File: src/rtl/ex_muldiv_pkg.sv
// ============================================================================
// Module      : ex_muldiv_pkg
// Description : Shared encodings for the EX-stage RV32M multiply/divide unit.
// Revision    : 1.0 - initial release
// ============================================================================
`default_nettype none

package ex_muldiv_pkg;

    localparam logic [6:0] c_funct7_muldiv = 7'b0000001;
    localparam logic [6:0] c_opcode_op     = 7'b0110011;

    localparam logic [2:0] c_op_mul    = 3'b000;
    localparam logic [2:0] c_op_mulh   = 3'b001;
    localparam logic [2:0] c_op_mulhsu = 3'b010;
    localparam logic [2:0] c_op_mulhu  = 3'b011;
    localparam logic [2:0] c_op_div    = 3'b100;
    localparam logic [2:0] c_op_divu   = 3'b101;
    localparam logic [2:0] c_op_rem    = 3'b110;
    localparam logic [2:0] c_op_remu   = 3'b111;

    typedef enum logic [1:0] {
        ST_IDLE = 2'd0,
        ST_RUN  = 2'd1,
        ST_DONE = 2'd2
    } state_t;

endpackage : ex_muldiv_pkg

`default_nettype wire

File: src/rtl/ex_muldiv.sv
// ============================================================================
// Module      : ex_muldiv
// Description : Iterative RV32M multiply (radix-2 shift-add) and restoring
//               divide; stalls the front end for 33 cycles per operation.
// Revision    : 1.0 - initial release
// ============================================================================
`default_nettype none

module ex_muldiv
    import ex_muldiv_pkg::*;
#(
    parameter int XLEN = 32
) (
    input  logic            clk,
    input  logic            reset,
    input  logic            start,
    input  logic [2:0]      op,
    input  logic [XLEN-1:0] a,
    input  logic [XLEN-1:0] b,
    input  logic            flush,
    output logic            stall,
    output logic            done,
    output logic [XLEN-1:0] result
);

    localparam logic [XLEN-1:0]   c_min   = {1'b1, {(XLEN-1){1'b0}}};
    localparam logic [XLEN-1:0]   c_one   = XLEN'(1);
    localparam logic [2*XLEN-1:0] c_one2x = (2*XLEN)'(1);

    function automatic logic [XLEN-1:0] neg_x(input logic [XLEN-1:0] x);
        return (~x) + c_one;
    endfunction

    function automatic logic [2*XLEN-1:0] neg_2x(input logic [2*XLEN-1:0] x);
        return (~x) + c_one2x;
    endfunction

    state_t              state_q, state_d;
    logic [2:0]          op_q, op_d;
    logic [XLEN-1:0]     mag_b_q, mag_b_d;
    logic [2*XLEN-1:0]   acc_q, acc_d;
    logic [4:0]          cnt_q, cnt_d;
    logic                neg_res_q, neg_res_d;
    logic                neg_rem_q, neg_rem_d;
    logic                done_q, done_d;
    logic [XLEN-1:0]     result_q, result_d;

    logic                w_sa, w_sb, w_special;
    logic [XLEN-1:0]     w_mag_a, w_mag_b, w_special_res;
    logic [XLEN:0]       w_mul_sum, w_shift, w_trial;
    logic [2*XLEN-1:0]   w_mul_next, w_div_next, w_step, w_prod;
    logic [XLEN-1:0]     w_quo, w_rem, w_final;

    always_comb begin
        // Operand signedness decoded from the live funct3 at acceptance.
        w_sa = (op != c_op_mulhu) && (op != c_op_divu) && (op != c_op_remu) && a[XLEN-1];
        w_sb = ((op == c_op_mul) || (op == c_op_mulh) || (op == c_op_div) || (op == c_op_rem))
               && b[XLEN-1];
        w_mag_a = w_sa ? neg_x(a) : a;
        w_mag_b = w_sb ? neg_x(b) : b;

        w_special = op[2] && ((b == '0) || (!op[0] && (a == c_min) && (b == '1)));
        if (b == '0) begin
            w_special_res = op[1] ? a : '1;
        end else begin
            w_special_res = op[1] ? '0 : c_min;
        end

        // The accumulator is {partial product, multiplier} or {remainder, quotient}.
        w_mul_sum  = {1'b0, acc_q[2*XLEN-1:XLEN]} + (acc_q[0] ? {1'b0, mag_b_q} : '0);
        w_mul_next = {w_mul_sum, acc_q[XLEN-1:1]};
        w_shift    = {acc_q[2*XLEN-1:XLEN], acc_q[XLEN-1]};
        w_trial    = w_shift - {1'b0, mag_b_q};
        w_div_next = w_trial[XLEN] ? {w_shift[XLEN-1:0], acc_q[XLEN-2:0], 1'b0}
                                   : {w_trial[XLEN-1:0], acc_q[XLEN-2:0], 1'b1};
        w_step     = op_q[2] ? w_div_next : w_mul_next;

        w_prod  = neg_res_q ? neg_2x(w_step) : w_step;
        w_quo   = neg_res_q ? neg_x(w_step[XLEN-1:0]) : w_step[XLEN-1:0];
        w_rem   = neg_rem_q ? neg_x(w_step[2*XLEN-1:XLEN]) : w_step[2*XLEN-1:XLEN];
        if (op_q[2]) begin
            w_final = op_q[1] ? w_rem : w_quo;
        end else begin
            w_final = (op_q == c_op_mul) ? w_prod[XLEN-1:0] : w_prod[2*XLEN-1:XLEN];
        end
    end

    always_comb begin
        state_d   = state_q;
        op_d      = op_q;
        mag_b_d   = mag_b_q;
        acc_d     = acc_q;
        cnt_d     = cnt_q;
        neg_res_d = neg_res_q;
        neg_rem_d = neg_rem_q;
        done_d    = 1'b0;
        result_d  = result_q;
        stall     = 1'b0;

        case (state_q)
            ST_IDLE: begin
                if (start && !flush) begin
                    stall     = 1'b1;
                    op_d      = op;
                    mag_b_d   = w_mag_b;
                    acc_d     = {{XLEN{1'b0}}, w_mag_a};
                    cnt_d     = 5'd0;
                    neg_res_d = w_sa ^ w_sb;
                    neg_rem_d = w_sa;
                    if (w_special) begin
                        result_d = w_special_res;
                        done_d   = 1'b1;
                        state_d  = ST_DONE;
                    end else begin
                        state_d  = ST_RUN;
                    end
                end
            end
            ST_RUN: begin
                stall = 1'b1;
                if (flush) begin
                    state_d = ST_IDLE;
                end else begin
                    acc_d = w_step;
                    cnt_d = cnt_q + 5'd1;
                    if (cnt_q == 5'd31) begin
                        result_d = w_final;
                        done_d   = 1'b1;
                        state_d  = ST_DONE;
                    end
                end
            end
            default: begin
                state_d = ST_IDLE;
            end
        endcase
    end

    always_ff @(posedge clk or posedge reset) begin
        if (reset) begin
            state_q   <= ST_IDLE;
            op_q      <= '0;
            mag_b_q   <= '0;
            acc_q     <= '0;
            cnt_q     <= '0;
            neg_res_q <= 1'b0;
            neg_rem_q <= 1'b0;
            done_q    <= 1'b0;
            result_q  <= '0;
        end else begin
            state_q   <= state_d;
            op_q      <= op_d;
            mag_b_q   <= mag_b_d;
            acc_q     <= acc_d;
            cnt_q     <= cnt_d;
            neg_res_q <= neg_res_d;
            neg_rem_q <= neg_rem_d;
            done_q    <= done_d;
            result_q  <= result_d;
        end
    end

    assign done   = done_q;
    assign result = result_q;

endmodule : ex_muldiv

`default_nettype wire

File: config.mk
export PLATFORM = sky130hd
export DESIGN_NAME = ex_muldiv
export DESIGN_NICKNAME = d
export VERILOG_FILES = /design/src/rtl/ex_muldiv_pkg.sv /design/src/rtl/ex_muldiv.sv
export SDC_FILE = /design/constraint.sdc
export NUM_CORES = 1
export LEC_CHECK = 0
export ABC_AREA = 1
export ABC_CLOCK_PERIOD_IN_PS = 4550
export CORE_MARGIN = 5
export CORE_UTILIZATION = 56
export CTS_BUF_LIST = sky130_fd_sc_hd__clkbuf_16
export DETAILED_ROUTE_END_ITERATION = 8
export PLACE_DENSITY = 0.81
export SYNTH_ARGS = -nofsm -noshare
export SYNTH_HDL_FRONTEND = slang
export SYNTH_SLANG_ARGS = --single-unit
File: constraint.sdc
create_clock -name clk -period 4.55 [get_ports clk]
set_input_delay 0.91 -clock clk [delete_from_list [all_inputs] [get_ports clk]]
set_output_delay 0.91 -clock clk [all_outputs]
set_load 0.01 [all_outputs]
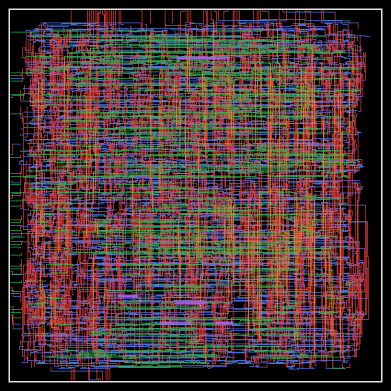
run_1/metal_stack.png
Scale: 2 px per um.
[met1] blue | wire length: 29.3 mm
[met4] orange | wire length: 4,050 um
[met2] red | wire length: 30.5 mm
[met3] green | wire length: 11,900 um
[met5] purple | wire length: 68.1 um
routed len/inst: 21.7 um
Global Route Usage Sum: 0.432
Total Routed Length: 75,900 um
via count: 21,300

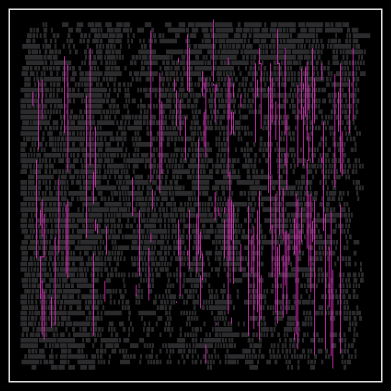
run_1/met4.png
Scale: 2 px per um. Cells faint in the background.
longest straight run: 85.6 um
wire length on this layer: 4,050 um
nets with wire on the layer: 120
main direction: vertical

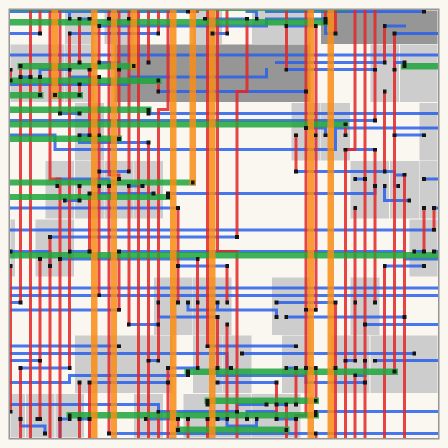
run_1/zoom.png
Region (129, 36) to (149, 56) um. Cells in gray, sequential cells in the stronger gray; small squares are vias.
[met2] red
[met4] orange
[met3] green
[met1] blue
cells with their middle in the window: 37
netlist names of flops here include: `acc_q` (2)
sequential cells in the window: 2
most frequent: nand2_1 (13), inv_1 (7)

run 1: final cells by class:
cell class | count | area [um^2] | share of cell area
well taps | 396 | 495 | 0.0246
clock inverters | 15 | 116 | 0.00577
multi-input cells | 2265 | 12000 | 0.593
flip-flops and latches | 141 | 3540 | 0.175
inverters | 434 | 1630 | 0.0810
repair buffers | 223 | 1990 | 0.0986
clock buffers | 17 | 425 | 0.0211
run 1: worst min path at each step:
stage	start	endpoint	slack, ns	depth (start not counted)
final	cnt_q[4]	cnt_q[4]	0.51	2
after CTS	cnt_q[4]	cnt_q[4]	0.50	2
after floorplan	cnt_q[4]	cnt_q[4]	0.46	2
after global placement	cnt_q[4]	cnt_q[4]	0.48	2
after detailed placement	cnt_q[4]	cnt_q[4]	0.49	2
after global routing	cnt_q[4]	cnt_q[4]	0.54	2
run 1: sequential cells by signal, summed over array words and instances (netlist names):
register   cells
mag_b_q       32
cnt_q          5
state_q        2
neg_res_q      1
result        32
done           1
op_q           3
neg_rem_q      1
acc_q         64
run 1: metrics by stage:
| stage | instances | setup TNS, ns | power, uW | hold slack, ns | util |
|---|---|---|---|---|---|
| finish | 3491 | 0 | 14000 | 0.505 | 0.661 |
| global route | 3491 | -0.695 | 14800 | 0.537 | 0.661 |
| CTS | 3480 | 0 | 13100 | 0.502 | 0.647 |
| detailed placement | 3448 | 0 | 11700 | 0.487 | 0.629 |
| global placement | 3448 | 0 | 11600 | 0.476 | 0.629 |
| floorplan | 2944 | 0 | 8350 | 0.459 | - |
run 1: cells by family (layout without fill, tap and decap cells):
kind of cell	Yosys count	after routing	share of synthesized area
AND/OR/NAND/NOR	1560	1560	0.399
buffers and inverters	538	689	0.122
AND-OR/OR-AND	536	536	0.172
flip-flops	141	141	0.205
XOR/XNOR	96	96	0.0487
adder cells (fa/ha/maj)	73	73	0.0538
run 1: worst max-delay path: cells and delay by family, from the launching register on:
family | cells | cell delay, ns
AND-OR/OR-AND | 2 | 0.23
adder cells (fa/ha/maj) | 3 | 0.72
buffers and inverters | 3 | 0.33
flip-flops | 1 | 0.48
AND/OR/NAND/NOR | 25 | 2.59
run 1: power by group:
group          internal (uW)  total, uW  switching, uW
logic                   3330      10700           7320
clock network            701       1350            644
registers               1550       2000            451
run 1: timing repair:
action	4_1_cts	5_1_grt
endpoints found under the setup margin	0	25
gates resized	0	70
setup buffers	0	11
run 1: per-layer routing:
layer,track usage,vias up
met5,0,-
met4,0.188,10
met3,0.144,297
met2,0.612,1536
met1,0.598,9700
li1,-,9735
run 1: placed cells by master, fill, tap and decap left out, drive strengths merged, types with 79 or more instances in the layout:
| cell type | n |
|---|---|
| a21oi | 201 |
| nand2 | 879 |
| inv | 435 |
| xor2 | 79 |
| o21ai | 233 |
| nand3 | 238 |
| nor2 | 324 |
| buf | 119 |
| clkdlybuf4s50 | 104 |
| dfrtp | 141 |
==> flow_summary.toml, run 1 <==
# yosys + openroad results
[status]
run_status = "finished clean"

[routing]
drt-met1-wl_um = 29300
met2_length_um = 30500
post-route-drc-count = 0

[finish]
fin_area_um2 = 20200
area_growth_pct = 16.9

[synthesis]
synth.top_cells.by_area = "sky130_fd_sc_hd__dfrtp_1 (20%), sky130_fd_sc_hd__nand2_1 (18%), sky130_fd_sc_hd__inv_1 (9.2%)"
ys.flop_type = "sky130_fd_sc_hd__dfrtp_1"
yosys_register_bits = 141
post_synth_tally_of_flip_flops_with_integrated_enable = 0
synthTopCellsByCount = "sky130_fd_sc_hd__nand2_1 (826), sky130_fd_sc_hd__inv_1 (421), sky130_fd_sc_hd__nor2_1 (304)"

[grt]
grt_first_pass_wirelength_um = 114000

[final_timing]
fmaxAchievable_ghz = 0.226
finalCriticalPeriod_ns = 4.43
fin_max_slew_vios = 0

[power]
static-leakage-power_uw = 0.0103

[clocking]
numCtsBuffers = 17

[die]
std_cell_rows = 64
die-width_um = 186

[setup_path]
critPathMaxStageDelay_ns = 0.48
==> run 1 -> run 2 <==
--- a/config.mk
+++ b/config.mk
@@ -9,7 +9,7 @@
 export ABC_CLOCK_PERIOD_IN_PS = 4550
 export CORE_MARGIN = 5
 export CORE_UTILIZATION = 56
-export CTS_BUF_LIST = sky130_fd_sc_hd__clkbuf_16
+export CTS_CLUSTER_SIZE = 30
 export DETAILED_ROUTE_END_ITERATION = 8
 export PLACE_DENSITY = 0.81
 export SYNTH_ARGS = -nofsm -noshare
==> run 2 against run 1 <==
Compared with the run above:
- synthesized area unchanged
- register-to-register slack better by 0.05 ns
- worst setup slack gained 0.049 ns
- global-route usage about the same
- wire length increased by 0.31%
- sequential share of layout area about the same
- worst hold slack improved by 0.0076 ns
- synthesized cell count stayed put
- combinational power about the same
- first-iteration DRC count down 4.5%
- critical endpoint unchanged
- largest cell class unchanged
- highest routed layer unchanged
==> flow_summary.toml, run 2 <==
# yosys + openroad results
[setup_path]
kind_of_cell_adding_the_most_delay_to_the_critical_path = "simple AND/OR/NAND/NOR gates"
critPathMaxStageDelay_ns = 0.48
cp.buffers_inverters = 3
worst_setup_path_start_kind = "register"
arrival_time_at_the_worst_endpoint_ns = 4.76
kind_of_capture_point_of_the_worst_setup_path = "register"

[die]
die-width_um = 186
std_cell_rows = 64
core_um2 = 30500
fp-utilization = 0.565

[clocking]
numCtsBuffers = 17
cts_root_buf = "sky130_fd_sc_hd__clkbuf_16"
clock-sinks = 141

[finish]
largest_register_ffs = 64
largest-register = "acc_q"
antenna_cell_count = 0
area_growth_pct = 16.9
final_cell_mix = "sky130_fd_sc_hd__nand2_1 (815), sky130_fd_sc_hd__inv_1 (417), sky130_fd_sc_hd__nor2_1 (295), sky130_fd_sc_hd__nand3_1 (219), sky130_fd_sc_hd__o21ai_0 (212)"
mostFrequentLayoutCell = "sky130_fd_sc_hd__nand2_1"

[power]
total_switching_power_uw = 8420
power_uw = 14000
power_frac_comb = 0.761
static-leakage-power_uw = 0.0103
switching_share = 0.601
power_frac_clock = 0.097
internal_power_uw = 5600
pwr-share-seq = 0.142

[final_timing]
worst_pin_slew_ns = 1.15
final.period_utilization = 0.962
finalCriticalPeriod_ns = 4.38
slew_headroom = 0.230
finalHoldViolations = 0
fmaxAchievable_ghz = 0.228
totalNegativeSetupSlack_ns = 0
fin_max_slew_vios = 0

[routing]
drt_pass1_iterations = 6
post-route-drc-count = 0

[synthesis]
synth_cell_types = 57
syn_avg_cell_area_um2 = 5.86
post_synth_arst_share = 1.00
post_synth_tally_of_flip_flops_with_integrated_enable = 0
yosys_register_bits = 141
synthTopCellsByCount = "sky130_fd_sc_hd__nand2_1 (826), sky130_fd_sc_hd__inv_1 (421), sky130_fd_sc_hd__nor2_1 (304)"
synth.top_cells.by_area = "sky130_fd_sc_hd__dfrtp_1 (20%), sky130_fd_sc_hd__nand2_1 (18%), sky130_fd_sc_hd__inv_1 (9.2%)"
ys.flop_type = "sky130_fd_sc_hd__dfrtp_1"

[flow_run]
drv.max_cap_violation_count = 0

[status]
run_status = "finished clean"

[grt]
grt_first_pass_wirelength_um = 114000
first_global_vias = 19600
gr-total-overflow = 0
[run 2: cell types whose count changed in the layout (fill, tap and decap cells not counted), sizes merged]
cell    delta
clkbuf     +1
buf        +1
clkinv     -1
[run 2: routing by layer]
metal,GRT usage,vias to the layer above,share of wire
met5,0,-,0.00080
met4,0.186,10,0.054
met3,0.144,308,0.15
met2,0.613,1572,0.40
met1,0.599,9758,0.39
li1,-,9747,-
[run 2: cells by family after synthesis]
| logic type | count (synthesis) | synth area share |
|---|---|---|
| AOI/OAI and AO/OA | 536 | 0.172 |
| and+or+nand+nor | 1560 | 0.399 |
| buffers and inverters | 538 | 0.122 |
| xor gates and xnor gates | 96 | 0.0487 |
| DFF | 141 | 0.205 |
| adders and majority gates | 73 | 0.0538 |
[run 2: layout make-up]
| class | count | area (um^2) |
|---|---|---|
| Timing Repair Buffer | 224 | 1990 |
| Tap cell | 396 | 495 |
| Fill cell | 2755 | 10300 |
| Clock inverter | 14 | 113 |
| Clock buffer | 18 | 439 |
| Multi-Input combinational cell | 2265 | 12000 |
| Sequential cell | 141 | 3540 |
| Inverter | 434 | 1630 |
[run 2: power by group through the flow]
stage	clock, uW	combinational, uW	sequential, uW
after floorplan	0	6600	1750
after global placement	0	9670	1940
after detailed placement	0	9770	1950
after CTS	1350	9830	1930
after global routing	1410	11400	2000
final	1360	10700	1990
[run 2: tightest hold or removal path, stage by stage, from the launching register on]
cell and delay [ns]:
sky130_fd_sc_hd__dfrtp_1 0.35, sky130_fd_sc_hd__nand2_1 0.05, sky130_fd_sc_hd__o21ai_0 0.07
[run 2: path summary, 6_finish.rpt]
check | cells past startpoint | from | end
min in group asynchronous | 2 | reset | acc_q[49]
worst max register to register | 33 | mag_b_q[0] | result[28]
worst min register to register | 2 | cnt_q[4] | cnt_q[4]
worst max-delay path | 33 | mag_b_q[0] | result[28]
max in group asynchronous | 3 | reset | result[12]
worst min-delay path | 2 | cnt_q[4] | cnt_q[4]
[run 2: timing repair]
| item | 4_1_cts | 5_1_grt |
|---|---|---|
| endpoints found under the setup margin | 0 | 25 |
| setup buffers | 0 | 12 |
| resized | 0 | 69 |
[run 2: per-stage QoR]
step	setup WS, ns	cells	util	instance area [um^2]	hold WS, ns
2_1_floorplan	0.574	2944	-	17300	0.459
3_3_place_gp	0.283	3448	0.629	19200	0.476
3_5_place_dp	0.0699	3448	0.629	19200	0.487
4_1_cts	0.0370	3480	0.647	19700	0.502
5_1_grt	-0.140	3492	0.661	20200	0.537
6_report	0.171	3492	0.661	20200	0.513
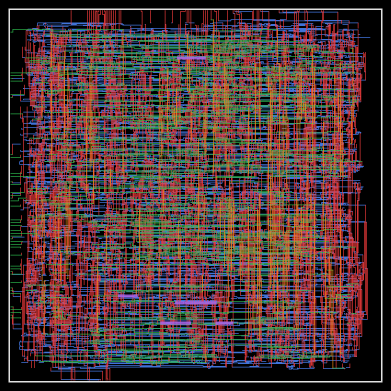
run_2/metal_stack.png
Scale: 2 px per um.
[met3] green | wire length: 11,800 um
[met2] red | wire length: 30.7 mm
[met5] purple | wire length: 61.6 um
[met4] orange | wire length: 4,110 um
[met1] blue | wire length: 29.5 mm
routed len/inst: 21.8 um
Total Routed Length: 76,100 um
Global Route Usage Sum: 0.432
via count: 21,400

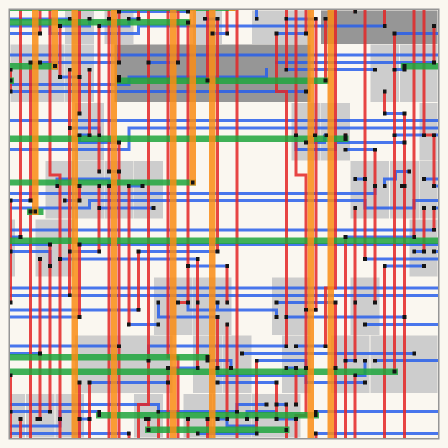
run_2/zoom.png
Region (129, 36) to (149, 56) um. Cells in gray, sequential cells in the stronger gray; small squares are vias.
[met2] red
[met4] orange
[met1] blue
[met3] green
cells with their middle in the window: 37
sequential cells in the window: 2
netlist names of flops here include: `acc_q` (2)
most frequent: nand2_1 (13), inv_1 (7)

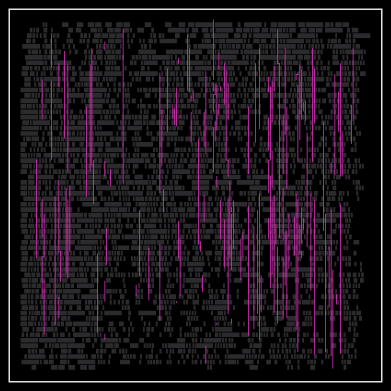
run_2/met4.png
Scale: 2 px per um. Cells faint in the background.
longest straight run: 87.0 um
nets with wire on the layer: 124

Power is estimated from default activity; no workload was simulated.
